File: src/rtl/mdu_iterative.sv
// rtl/mdu_iterative.sv - iterative mult/div unit holding HI/LO; MDU_DIV0_FLAG_EN adds sticky div0 output
module mdu_iterative #(
    parameter int WIDTH = 32
) (
    input  logic             clk,
    input  logic             reset_n,
    input  logic             start,
    input  logic [2:0]       op,
    input  logic [WIDTH-1:0] a,
    input  logic [WIDTH-1:0] b,
    output logic             busy,
    output logic             done,
    output logic [WIDTH-1:0] hi,
`ifdef MDU_DIV0_FLAG_EN
    output logic [WIDTH-1:0] lo,
    output logic             div0
`else
    output logic [WIDTH-1:0] lo
`endif
);

    localparam int CW = $clog2(WIDTH);

    typedef enum logic [1:0] {S_IDLE, S_RUN, S_FIX} state_t;

    state_t             state, state_nxt;
    logic [CW-1:0]      cnt;
    logic [2*WIDTH-1:0] acc;
    logic [WIDTH-1:0]   opnd;
    logic               is_div, is_sgn, sign_a, sign_b, b_zero;

    logic               accept, go_iter, op_sgn;
    logic [WIDTH-1:0]   a_mag, b_mag;
    logic [WIDTH:0]     mul_sum, div_shift, div_rem;
    logic               div_ge;
    logic [2*WIDTH-1:0] mul_next, div_next;
    logic [WIDTH-1:0]   quo, rem, res_hi, res_lo;
    logic [2*WIDTH-1:0] prod;

    assign accept  = start && (state == S_IDLE);
    assign go_iter = accept && !op[2];
    assign op_sgn  = !op[0];
    assign a_mag   = (op_sgn && a[WIDTH-1]) ? -a : a;
    assign b_mag   = (op_sgn && b[WIDTH-1]) ? -b : b;
    assign busy    = (state != S_IDLE);

    // Multiply: acc = {partial product, remaining multiplier bits}; opnd = multiplicand
    assign mul_sum  = {1'b0, acc[2*WIDTH-1:WIDTH]} + {1'b0, opnd};
    assign mul_next = acc[0] ? {mul_sum, acc[WIDTH-1:1]} : {1'b0, acc[2*WIDTH-1:1]};

    // Divide: acc = {partial remainder, dividend shifting into quotient}; opnd = divisor
    assign div_shift = {acc[2*WIDTH-1:WIDTH], acc[WIDTH-1]};
    assign div_ge    = (div_shift >= {1'b0, opnd});
    assign div_rem   = div_ge ? (div_shift - {1'b0, opnd}) : div_shift;
    assign div_next  = {div_rem[WIDTH-1:0], acc[WIDTH-2:0], div_ge};

    // With b=0 the remainder ends as |a|, so sign fix-up restores the raw dividend
    always_comb begin
        quo    = acc[WIDTH-1:0];
        rem    = acc[2*WIDTH-1:WIDTH];
        prod   = acc;
        res_hi = '0;
        res_lo = '0;
        if (is_div) begin
            if (is_sgn && (sign_a ^ sign_b) && !b_zero)
                quo = -acc[WIDTH-1:0];
            if (is_sgn && sign_a)
                rem = -acc[2*WIDTH-1:WIDTH];
            res_hi = rem;
            res_lo = quo;
        end else begin
            if (is_sgn && (sign_a ^ sign_b))
                prod = -acc;
            res_hi = prod[2*WIDTH-1:WIDTH];
            res_lo = prod[WIDTH-1:0];
        end
    end

    always_ff @(posedge clk or negedge reset_n) begin
        if (!reset_n)
            state <= S_IDLE;
        else
            state <= state_nxt;
    end

    always_comb begin
        state_nxt = state;
        case (state)
            S_IDLE:  if (go_iter) state_nxt = S_RUN;
            S_RUN:   if (cnt == CW'(WIDTH-1)) state_nxt = S_FIX;
            S_FIX:   state_nxt = S_IDLE;
            default: state_nxt = S_IDLE;
        endcase
    end

    always_ff @(posedge clk or negedge reset_n) begin
        if (!reset_n) begin
            cnt    <= '0;
            acc    <= '0;
            opnd   <= '0;
            is_div <= 1'b0;
            is_sgn <= 1'b0;
            sign_a <= 1'b0;
            sign_b <= 1'b0;
            b_zero <= 1'b0;
            hi     <= '0;
            lo     <= '0;
            done   <= 1'b0;
        end else begin
            done <= 1'b0;
            case (state)
                S_IDLE: begin
                    if (go_iter) begin
                        cnt    <= '0;
                        is_div <= op[1];
                        is_sgn <= op_sgn;
                        sign_a <= op_sgn && a[WIDTH-1];
                        sign_b <= op_sgn && b[WIDTH-1];
                        b_zero <= (b == '0);
                        acc    <= op[1] ? {{WIDTH{1'b0}}, a_mag} : {{WIDTH{1'b0}}, b_mag};
                        opnd   <= op[1] ? b_mag : a_mag;
                    end else if (accept && op == 3'b100) begin
                        hi <= a;
                    end else if (accept && op == 3'b101) begin
                        lo <= a;
                    end
                end
                S_RUN: begin
                    acc <= is_div ? div_next : mul_next;
                    cnt <= cnt + 1'b1;
                end
                S_FIX: begin
                    hi   <= res_hi;
                    lo   <= res_lo;
                    done <= 1'b1;
                end
                default: ;
            endcase
        end
    end

`ifdef MDU_DIV0_FLAG_EN
    always_ff @(posedge clk or negedge reset_n) begin
        if (!reset_n)
            div0 <= 1'b0;
        else if (state == S_FIX && is_div && b_zero)
            div0 <= 1'b1;
        else if (go_iter && op[1] && b != '0)
            div0 <= 1'b0;
    end
`endif

endmodule
File: config.mk
export PLATFORM = sky130hd
export DESIGN_NAME = mdu_iterative
export DESIGN_NICKNAME = d
export VERILOG_FILES = /design/src/rtl/mdu_iterative.sv
export SDC_FILE = /design/constraint.sdc
export NUM_CORES = 1
export LEC_CHECK = 0
export ABC_AREA = 1
export CAP_MARGIN = 10
export CORE_ASPECT_RATIO = 2
export CORE_MARGIN = 4
export CORE_UTILIZATION = 45
export CTS_CLUSTER_SIZE = 30
export DETAILED_ROUTE_END_ITERATION = 10
export GPL_TIMING_DRIVEN = 0
export PLACE_DENSITY = 0.65
export SLEW_MARGIN = 20
export SYNTH_ARGS = -nofsm -noshare
export SYNTH_HDL_FRONTEND = slang
export SYNTH_SLANG_ARGS = --single-unit
File: constraint.sdc
create_clock -name clk -period 4.6 [get_ports clk]
set_input_delay 0.92 -clock clk [delete_from_list [all_inputs] [get_ports clk]]
set_output_delay 0.92 -clock clk [all_outputs]
set_load 0.05 [all_outputs]
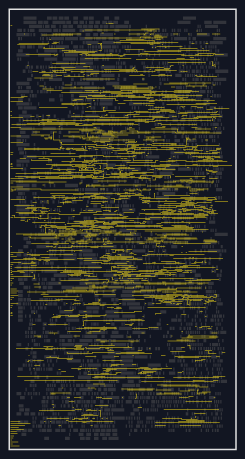
**Above:** the metal 3 layer.
Scale: 1.5 px per um. Cells faint in the background.
622 nets have wire on it. The longest straight run is 81.9 um. The layer holds 10% of the routed length.
GR Layer Usage met3: 21.0%
Detailed Route WL: 108 mm
number of vias after detailed routing: 23,668

==> flow_results.org <==
#+TITLE: Flow metrics

** CTS
- As reported, the later end of the worst-skew pair has a clock insertion delay of 0.48 ns.
- Cell chosen for the clock root :: sky130_fd_sc_hd__clkbuf_16
- H-Tree Level Count :: 4
- Worst-case clock buffer depth :: 2
- On the worst setup and hold paths after CTS, the clock-pin slew comes to around 0.080 ns.
- TritonCTS built the clock tree.
- Once the clock tree was built, the resizer swapped 0 gates to a different size.
- The clock tree has to reach approximately 170 sinks.

** Timing
- Setup slack of the critical path after layout :: 0.888 ns
- Across the routed clock network, the largest skew measured is approximately 0.019 ns.
- Per the final timing report, the hold violations number 0.
- The final layout reports a setup TNS of 0 ns.
- F_max :: between 200 and 300 MHz
- Slew headroom :: ~18%
- Final Setup Violations :: 0

** Finish
- The final layout report lists a non-clock inverter count of ~460.
- The finished layout holds 3,827 standard cells, fillers aside.
- Fraction of layout cells with a size suffix above 1 :: 4.71%
- Number of signal-net buffers in the layout :: about 230
- Combinational gates :: 2,396
- Fraction of area in multi-input gates :: a little under three fifths
- Number of clock buffers in the layout :: 19
- The finished design was reported to have a net count of 3,420.
- Biggest Area Class :: combinational gates
- Per the cell usage report, the commonest logic cells after layout are sky130_fd_sc_hd__nand2_1 (957), sky130_fd_sc_hd__inv_1 (437), sky130_fd_sc_hd__nor2_1 (363), sky130_fd_sc_hd__nand3_1 (319), sky130_fd_sc_hd__a21oi_1 (200).
- The register with the most flip-flops in the layout has ~64 of them.
- Final standard cell utilization of the core :: 52.0%
- Storage element area :: 4330 um^2

** Power and ir drop
- Comb group :: around 0.015 W
- Total Power :: between 0.02 and 0.025 W
- Per report_power, the top consumer among the power groups is combinational logic.
- Logic pwr share :: between 70% and 80%
- Part of the total power dissipated in the clock network :: approximately 7.5%
- Summed over all sequential cells, the power is 0.00395 W.
- The power report lists the clock group at 0.00152 W.
- Sequential power share :: between 10% and 20%
- In this run the static leakage power is 10.2 nW.
- Peak supply drop :: 0.000518 V

** Synth
- The cell area that synthesis handed to floorplanning was roughly 18,000 um^2.
- Among all cell types in the netlist, the one instantiated most often is sky130_fd_sc_hd__nand2_1.
- Per the synth stats, the flop cell with the highest instance count is sky130_fd_sc_hd__dfrtp_1.
- In the synthesized netlist, the cells that appear most often are sky130_fd_sc_hd__nand2_1 (957), sky130_fd_sc_hd__inv_1 (437), sky130_fd_sc_hd__nor2_1 (363), sky130_fd_sc_hd__nand3_1 (319), sky130_fd_sc_hd__a21oi_1 (200).
- The synthesis stat section lists a flop and latch total of ~170.
- Mux frac, synth :: 0%
- Adder Area Share :: a little over 5%
- The synthesized design devotes to its leading area cell type a little under a quarter of total area.
- Compound Share, Synth :: 13.8%

** Place
- In this run the tool buffered the top-level ports with around 130 buffer cells.
- HPWL after detailed placement :: between 80 and 90 mm
- Routability-driven placement congestion ratio :: approximately 1.2
- The placement stage leaves a total instance area of a little over 20,000 um^2.

** Floorplan
- Share of the core filled by cells before placement :: a little under half
- The flow inserted between 500 and 600 tap cells.
- Chip width :: approximately 150 um
- Row Count :: 104
- Die area :: 43,900 um^2
- In this run the count of I/O pins placed on the die edge is roughly 140.

** Setup path
- STA classifies the critical path startpoint as a flop.
- OpenSTA lists the critical path startpoint as acc[33].
- For the worst setup path, the data arrival time is 4.13 ns.
- Cell seen most often among critical-path stages :: sky130_fd_sc_hd__nand3_1
- Walking the critical path from launch to capture passes 13 cell instances.
- Required @ worst endpoint :: around 5 ns
- FF-to-FF Start :: acc[33]

** Routing
- Average via count per standard cell :: between 6 and 7
- Number of iterations in the first detailed-routing pass :: 8
- The post-route report lists met1 wire length as a little over 30 mm.
- Uppermost layer routed :: met4

** Global route
- In this run the most used layer during global routing was met2.
- The number of antenna violations at the first check in global routing came to 7.
- Total global routing track utilization :: between 50% and 60%
- Per the GRT congestion report, total overflow comes to 0.

** Run status
- Outcome :: finished, final reports clean

** Hold path
- The type recorded for the worst min-delay path is in2async.

** Run
- Number of maximum-capacitance constraint violations :: 0
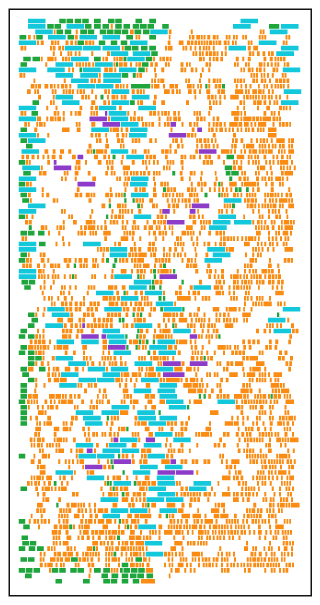
**Above:** placement by cell class.
Scale: 2 px per um.
Key: purple = clock drivers and dummy loads [cells 32]; orange = combinational and other logic [cells 2,853]; cyan = flops [cells 173]; green = other buffers and delay cells [cells 233]

No activity file was given, so power comes from the tool's default toggle rates.
